### Wiring by layer, run 1

Drawn at 1.5 px/um.
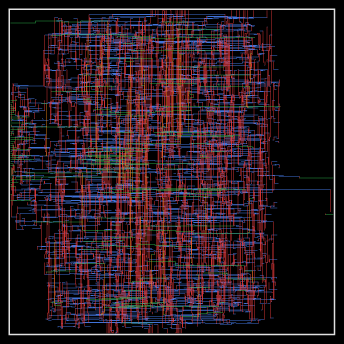
### Metal 4, run 1

Drawn at 1.5 px/um.
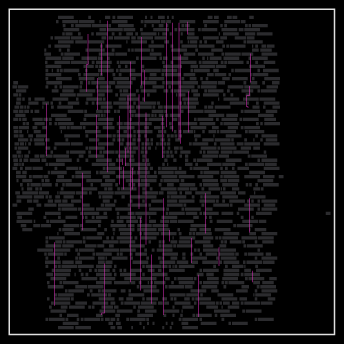
### Zoomed window, run 1

Window x 152 to 172, y 44 to 64 um. Cells in gray, sequential cells in the stronger gray; small squares are vias.
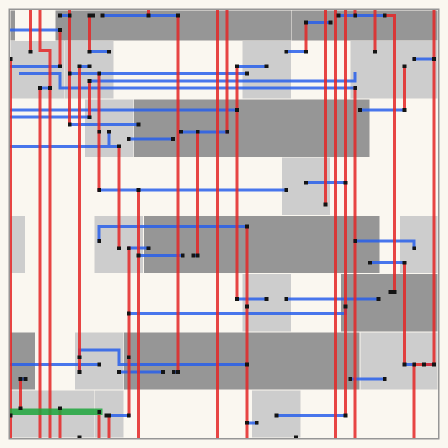
==> config.mk <==
export PLATFORM = sky130hd
export DESIGN_NAME = gameover_reader
export DESIGN_NICKNAME = d
export VERILOG_FILES = /design/src/rtl/gameover_reader.sv
export SDC_FILE = /design/constraint.sdc
export NUM_CORES = 1
export LEC_CHECK = 0
export CORE_UTILIZATION = 40
export CTS_BUF_LIST = sky130_fd_sc_hd__clkbuf_8
export CTS_CLUSTER_SIZE = 8
export DETAILED_ROUTE_END_ITERATION = 10
export GPL_ROUTABILITY_DRIVEN = 0
export PLACE_DENSITY = 0.6
export SYNTH_ARGS = -nofsm -noshare
export SYNTH_HDL_FRONTEND = slang
export SYNTH_SLANG_ARGS = --single-unit
export TNS_END_PERCENT = 50
==> constraint.sdc <==
create_clock -name Clk -period 2.8 [get_ports Clk]
set_input_delay 0.28 -clock Clk [delete_from_list [all_inputs] [get_ports Clk]]
set_output_delay 0.28 -clock Clk [all_outputs]
set_load 0.01 [all_outputs]
==> CHANGELOG.md, run 1 <==
### Metrics

- Status: finished with violations
- Failing checks: setup timing
- Simple-Gate Fraction of Synth Area: between 15 and 20%
- Comb area: between 0.005 and 0.006 sq mm
- Adder share: 0%
- FP Rows: just under 80
- Finished Layout Cells: 1,933
- HP Class: primary input to register
- Sink Count: around 410
- IO Pins: between 90 and 100
- Root Buffer: clkbuf_8
- Die area: 0.04656 sq mm
- Max FO, Critical Path: 5
- Clk Latency, worst-skew pair: 0.58 ns
- Skew final: 0.006248 ns
- # setup viols final: 24
- Average vias per placed instance: 5.258
- Ao+oa area frac: 1.479%
- DRT Pass-1 Iters: 5
- Psw: around 2.9 mW
- Register area: around 0.012 sq mm
- Ys async rst share: 0%
- Largest net degree at the start of global routing: 38
- Final ANT Viol Nets: 0
- Die Ht: approximately 220 um
- Synth cell count leaders: 388 x edfxtp_1, 384 x and2_1, 96 x mux4_2
- RSZ-0062 raised after global routing: true
- Fillers: around 3,800
- Final Instance Area: approximately 0.022 sq mm
- First-pass GRT wire length: between 70,000 and 80,000 um
- # DRC: 0
- Setup ws final: -0.1875 ns
- I/O Buffers: 93
- Slew Viols, Final: 0
- Final-report hold violation count: 0
- YS chip area: ~0.018 sq mm
- Max reg flops: roughly 380
- P per Cell Area: ~590 mW/mm^2
- # placed instances: between 1,500 and 2,000
- Max-area cell share: 63.74%
- Hold slack final: roughly 0.27 ns
- Flop pwr share: between 50% and 60%
- Chip width: about 220 um
- Fmax achieved: between 0.3 and 0.4 GHz
- Antenna violations before repair: 3
- Post-synth seq share: 66.48%
- Max-cap violations: 0
- Fin crit share: 106.7%
- Setup TNS Final: -2.536 ns
- Worst slack, placed: 0.1239 ns
- Placed Area: 0.02018 sq mm
- Comb area leader: simple AND/OR/NAND/NOR gates
- Cell Area, Synth: around 0.018 sq mm
- Critical Path AT: roughly 2.7 ns
- Synthesized flop and latch total: roughly 410
- Register clock-pin slew on the reported worst setup and hold paths: ~0.060 ns
- Share of layout cells above drive strength 1: around 26%
- DR iter-0 viols: 722
- Number of enable flip-flop cells: 388
- OpenROAD warning count: 29
- Biggest area cells: edfxtp_1 64%, and2_1 13%, mux4_2 12%
- CTS buffer count: a little under 70
## Picture notes: 'Wiring by layer'
color	layer	wire length
blue	met1	20.1 mm
green	met3	2,980 um
orange	met4	1,510 um
red	met2	23.2 mm
GR Util All Layers: 20.85%
routed len/inst: 24.74 um
total vias in the final route: 10,160
wirelength, routed: 47,830 um

## Picture notes: 'Metal 4'
share of all routed wire	3.2%
nets with wire on the layer	28
longest straight run	147 um
main direction	vertical
wire length on this layer	1,510 um

## Picture notes: 'Zoomed window'
color	layer
blue	met1
red	met2
green	met3
cells with their middle in the window	14
most frequent	and2_1 (8), edfxtp_1 (5), inv_1 (1)
sequential cells in the window	5

-- run 1: layout by cell type, fill, tap and decap left out, drive strengths merged --
cell type and instances:
nand4bb 1, nor2 14, buf 103, edfxtp 388, clkbuf 77, clkinv 14
nand4 2, mux2 28, nand4b 1, a221o 24, or2 16, nor3b 1
nand2b 3, inv 29, o21ai 1, or4 1, nor2b 46, mux4 96
clkdlybuf4s50 69, nand2 3, and3 4, bufinv 1, and2 384, o311ai 1
o21a 1, a41oi 1, nor3 4, dfxtp 25, diode 3
-- run 1: power by group through the flow --
| stage | clock network, mW | logic [mW] | registers (mW) |
|---|---|---|---|
| finish | 4.91 | 0.759 | 7.17 |
| CTS | 5.03 | 0.759 | 7.17 |
| floorplan | 0 | 0.364 | 7.27 |
| detailed placement | 0 | 0.729 | 7.30 |
| global route | 5.27 | 0.801 | 7.20 |
| global placement | 0 | 0.726 | 7.28 |
-- run 1: final cells by class --
cell class | count | share of cell area, %
well taps | 592 | 3.383
repair buffers | 174 | 8.634
flip-flops and latches | 413 | 55.53
diodes | 3 | 0.03429
clock buffers | 75 | 4.714
multi-input cells | 632 | 26.81
clock inverters | 44 | 0.8914
-- run 1: layer usage --
metal / up-vias / share of wire, % / GRT usage (%)
li1: 4501 / - / -
met1: 5233 / 42 / 27.11
met2: 333 / 49 / 33.72
met3: 96 / 6.2 / 4.863
met4: 0 / 3.2 / 8.416
met5: - / 0 / 0
-- run 1: critical path: stages (launching register included) --
cell and delay (ns):
dfxtp_4 0.40, buf_12 0.15, buf_12 0.13, buf_16 0.12, mux4_2 0.52, mux2_4 0.31, a221o_1 0.34, buf_2 0.16
-- run 1: cells by family after synthesis --
kind of cell	after synthesis
DFF	413
muxes	124
buffers and inverters	93
AOI/OAI and AO/OA	28
and+or+nand+nor	478
-- run 1: what timing repair did --
| item | 4_1_cts | 5_1_grt |
|---|---|---|
| cloned | 7 | 2 |
| resized | 136 | 11 |
| buffers inserted | 23 | 1 |
| pin swaps | 14 | 13 |
| endpoints found under the setup margin | 24 | 24 |
| hold endpoints to repair | 0 | 0 |
==> run 2: changes to the inputs <==
--- a/config.mk
+++ b/config.mk
@@ -5,12 +5,14 @@
 export SDC_FILE = /design/constraint.sdc
 export NUM_CORES = 1
 export LEC_CHECK = 0
+export CELL_PAD_IN_SITES_DETAIL_PLACEMENT = 0
+export CELL_PAD_IN_SITES_GLOBAL_PLACEMENT = 1
 export CORE_UTILIZATION = 40
 export CTS_BUF_LIST = sky130_fd_sc_hd__clkbuf_8
 export CTS_CLUSTER_SIZE = 8
 export DETAILED_ROUTE_END_ITERATION = 10
 export GPL_ROUTABILITY_DRIVEN = 0
-export PLACE_DENSITY = 0.6
+export PLACE_DENSITY = 0.68
 export SYNTH_ARGS = -nofsm -noshare
 export SYNTH_HDL_FRONTEND = slang
 export SYNTH_SLANG_ARGS = --single-unit
### Wiring by layer, run 2

Drawn at 1.5 px/um.
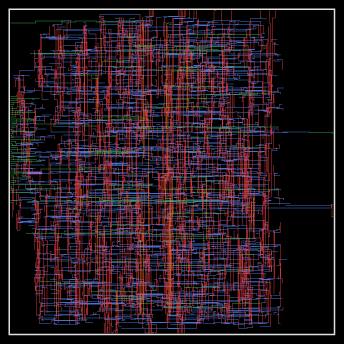
color	layer	wire length
orange	met4	893 um
green	met3	2,660 um
purple	met5	8.30 um
blue	met1	19,700 um
red	met2	21.9 mm
wirelength, routed: 45,160 um
routed len/inst: 23.51 um

### Zoomed window, run 2

Window x 152 to 172, y 44 to 64 um. Cells in gray, sequential cells in the stronger gray; small squares are vias.
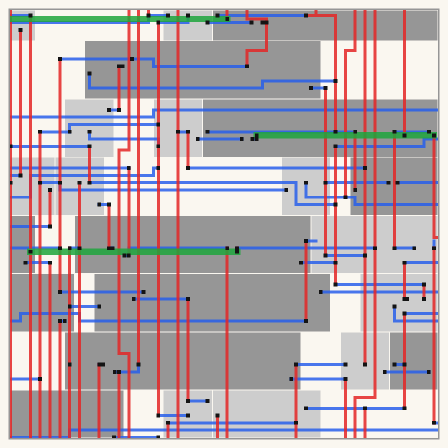
color	layer
green	met3
blue	met1
red	met2
cells with their middle in the window	16
most frequent	and2_1 (7), edfxtp_1 (6)
sequential cells in the window	6

==> run 2 against run 1 <==
  * The run still ends with setup timing left
  * Clock skew up 0.00099 ns
  * Synthesized cell count stayed put
  * Worst setup slack improved by 0.063 ns
  * Clock power is 4% lower
  * Highest routed layer is now met5
==> CHANGELOG.md, run 2 <==
### Metrics

- Post-synth top area cell: edfxtp_1
- Register area: 0.01216 sq mm (unchanged)
- Tmin final: about 3 ns
- Yosys cell count: between 1,000 and 1,500
- DRT Pass-1 Iters: 5 (unchanged)
- Sink Count: 413 (unchanged)
- Skew final: 0.007234 ns (+0.0009855 ns)
- Hold path depth: 2
- Sw frac: 21.97%
- Cts hold-fix bufs: 0
- Synth Area per Inst: 16.09 sq um
- Psw: 2.776 mW (-3.2%)
- CP Launch Type: register
- Root Buffer: clkbuf_8
- Vias in the first global route: approximately 11,000
- Synth cell count leaders: 388 x edfxtp_1, 384 x and2_1, 96 x mux4_2
- CTS tree: yes
- Number of enable flip-flop cells: 388 (unchanged)
- Die area: 0.04656 sq mm (unchanged)
- Ys async rst share: 0% (unchanged)
- N_diodes: 0 (-3)
- RSZ-0062 raised after global routing: true
- GR Util All Layers: 19.95% (-0.90 points)
- Flop pwr share: 56.7% (+0.9 points)
- P per Cell Area: 580.7 mW/mm^2 (-0.92%)
- Share of layout cells above drive strength 1: 25.36% (-0.58 points)
- YS chip area: 0.01828 sq mm (unchanged)
- Placeable Area: approximately 0.045 sq mm
- DR iter-0 viols: 650 (-10%)
- Setup TNS Final: -1.669 ns (+0.8665 ns)
- First-pass GRT wire length: 67,300 um (-4.2%)
- Post-synth net total: between 1,000 and 1,500
- Syn-to-layout area delta: 19.06%
- Final Instance Area: 0.02176 sq mm (-0.61%)
- Post-synth cell types: 28
- Slew Limit Headroom: about 51%
- Failing checks: setup timing
- Average vias per placed instance: 5.169 (-1.7%)
- Critical path type: register to output pin
- Max reg flops: 384 (unchanged)
- Cell Area, Synth: 0.01828 sq mm (unchanged)
- CTS buffer count: 68 (-1.4%)
- Synthesized flop and latch total: 413 (unchanged)
- # setup viols final: 24 (unchanged)
- Final net count: 1,336
- Critical Path AT: 2.64 ns (-0.07 ns)
- Max FO, Critical Path: 6 (+1)
- Biggest area cells: edfxtp_1 64%, and2_1 13%, mux4_2 12%
- Slew Viols, Final: 0 (unchanged)
- Register-to-Register Path Depth: 1
- OpenROAD warning count: 29 (unchanged)
- HPWL after DPL: between 20,000 and 30,000 um
- Worst vdd ir: 0.2953 mV
- Register clock-pin slew on the reported worst setup and hold paths: 0.06 ns (about the same)
- R2r setup slk: 1.72 ns
- Most frequent logic cell in the layout: edfxtp_1
- Largest net degree at the start of global routing: 28 (-26%)
- CTS max path bufs: 3
- FP Rows: 77 (unchanged)
- Synth top cell by count: edfxtp_1
- IO Pins: 95 (unchanged)
- Comb area: 0.005876 sq mm (about the same)
- Leakage power: 7.804 nW
- Antenna violations before repair: 1 (-2)
- Wire length on met3: 2655 um (-11%)
- Fillers: 3,800 (+0.24%)
- Worst slew pin tran: between 0.7 and 0.8 ns
- Cell internal pwr: a little under 10 mW
- Clk network pwr share: a little under two fifths
- HP Class: primary input to register
- Fin crit share: 104.4% (-2.3 points)
- Met2 routed WL: 21,930 um (-5.6%)
- Grt total ovfl: 0
- Placed Area: 0.02024 sq mm (+0.27%)
- Gate power share: between 5 and 6%
- Fmax achieved: 0.3420 GHz (+2.2%)
- Top Layer Used: met5
- Worst EP required: 2.52 ns
- Setup ws final: -0.1242 ns (+0.06328 ns)
- Floorplan Utilization: approximately two fifths
- Most frequent cells in the layout: 388 x edfxtp_1, 384 x and2_1, 96 x mux4_2
- # DRC: 0 (unchanged)
- Top_reg_cell synth: edfxtp_1
- Yosys warnings: 0
- Critical Path End Type: output pin
- Post-synth seq share: 66.48% (unchanged)
- I/O Buffers: 93 (unchanged)
- Final Core Density: around half
- Syn Inst Count: between 1,000 and 1,500
- Max-cap violations: 0 (unchanged)
- Die Ht: 215.8 um (unchanged)
- Chip width: 215.8 um (unchanged)
- Max-area cell share: 63.74% (unchanged)
- Wl on met1: 19,670 um (-2.1%)
- Hold slack final: 0.2605 ns (-0.008374 ns)
- Status: finished with violations
- H-tree depth: 3
- Clk Latency, worst-skew pair: 0.59 ns (about the same)
- Final-report hold violation count: 0 (unchanged)
- Final ANT Viol Nets: 0 (unchanged)
- Total vias in the final route: 9,930 (-2.3%)
==> run 2: layout make-up <==
cell class | instances | share of cell area [%]
clock buffers | 75 | 4.743
clock inverters | 41 | 0.7071
multi-input cells | 631 | 27.00
flip-flops and latches | 413 | 55.87
well taps | 592 | 3.403
repair buffers | 169 | 8.279
==> run 2: critical path, stage by stage (launching register included) <==
cell and delay, ns:
dfxtp_4 0.41, buf_6 0.15, buf_12 0.13, mux4_2 0.51, mux2_4 0.32, a221o_1 0.36, buf_2 0.17
==> run 2: through the flow <==
stage	setup WS, ns	std cells	power (mW)
after floorplan	0.6211	1136	7.630
after global routing	-0.2014	1921	13.11
after global placement	0.1003	1782	7.993
final	-0.1242	1921	12.64
after detailed placement	0.09026	1782	8.014
after CTS	-0.2056	1919	12.78
==> run 2: logic make-up after synthesis <==
group                  Yosys count  synth area share, %
AND/OR/NAND/NOR                478                16.23
flip-flops                     413                66.48
multiplexers                   124                13.55
buffers and inverters           93                2.259
AND-OR/OR-AND                   28                1.479
==> run 2: layer usage <==
layer  track usage, %  vias up
met5                0        -
met4            6.501        2
met2            32.15      282
li1                 -     4479
met1            26.67     5113
met3            4.665       54
==> run 2: power groups by stage <==
stage | Clock [mW] | Sequential [mW] | Combinational (mW)
2_1_floorplan | 0 | 7.27 | 0.364
3_3_place_gp | 0 | 7.28 | 0.714
3_5_place_dp | 0 | 7.30 | 0.718
4_1_cts | 4.86 | 7.17 | 0.744
5_1_grt | 5.13 | 7.20 | 0.788
6_report | 4.73 | 7.17 | 0.741
==> run 2: repair_timing <==
| action | 4_1_cts | 5_1_grt |
|---|---|---|
| pin swaps | 16 | 12 |
| cloned | 6 | 1 |
| resized | 129 | 12 |
| setup endpoints to repair | 24 | 24 |
| buffers inserted | 15 | 5 |
Power figures rest on the tool's default switching activity, not on a simulated workload.
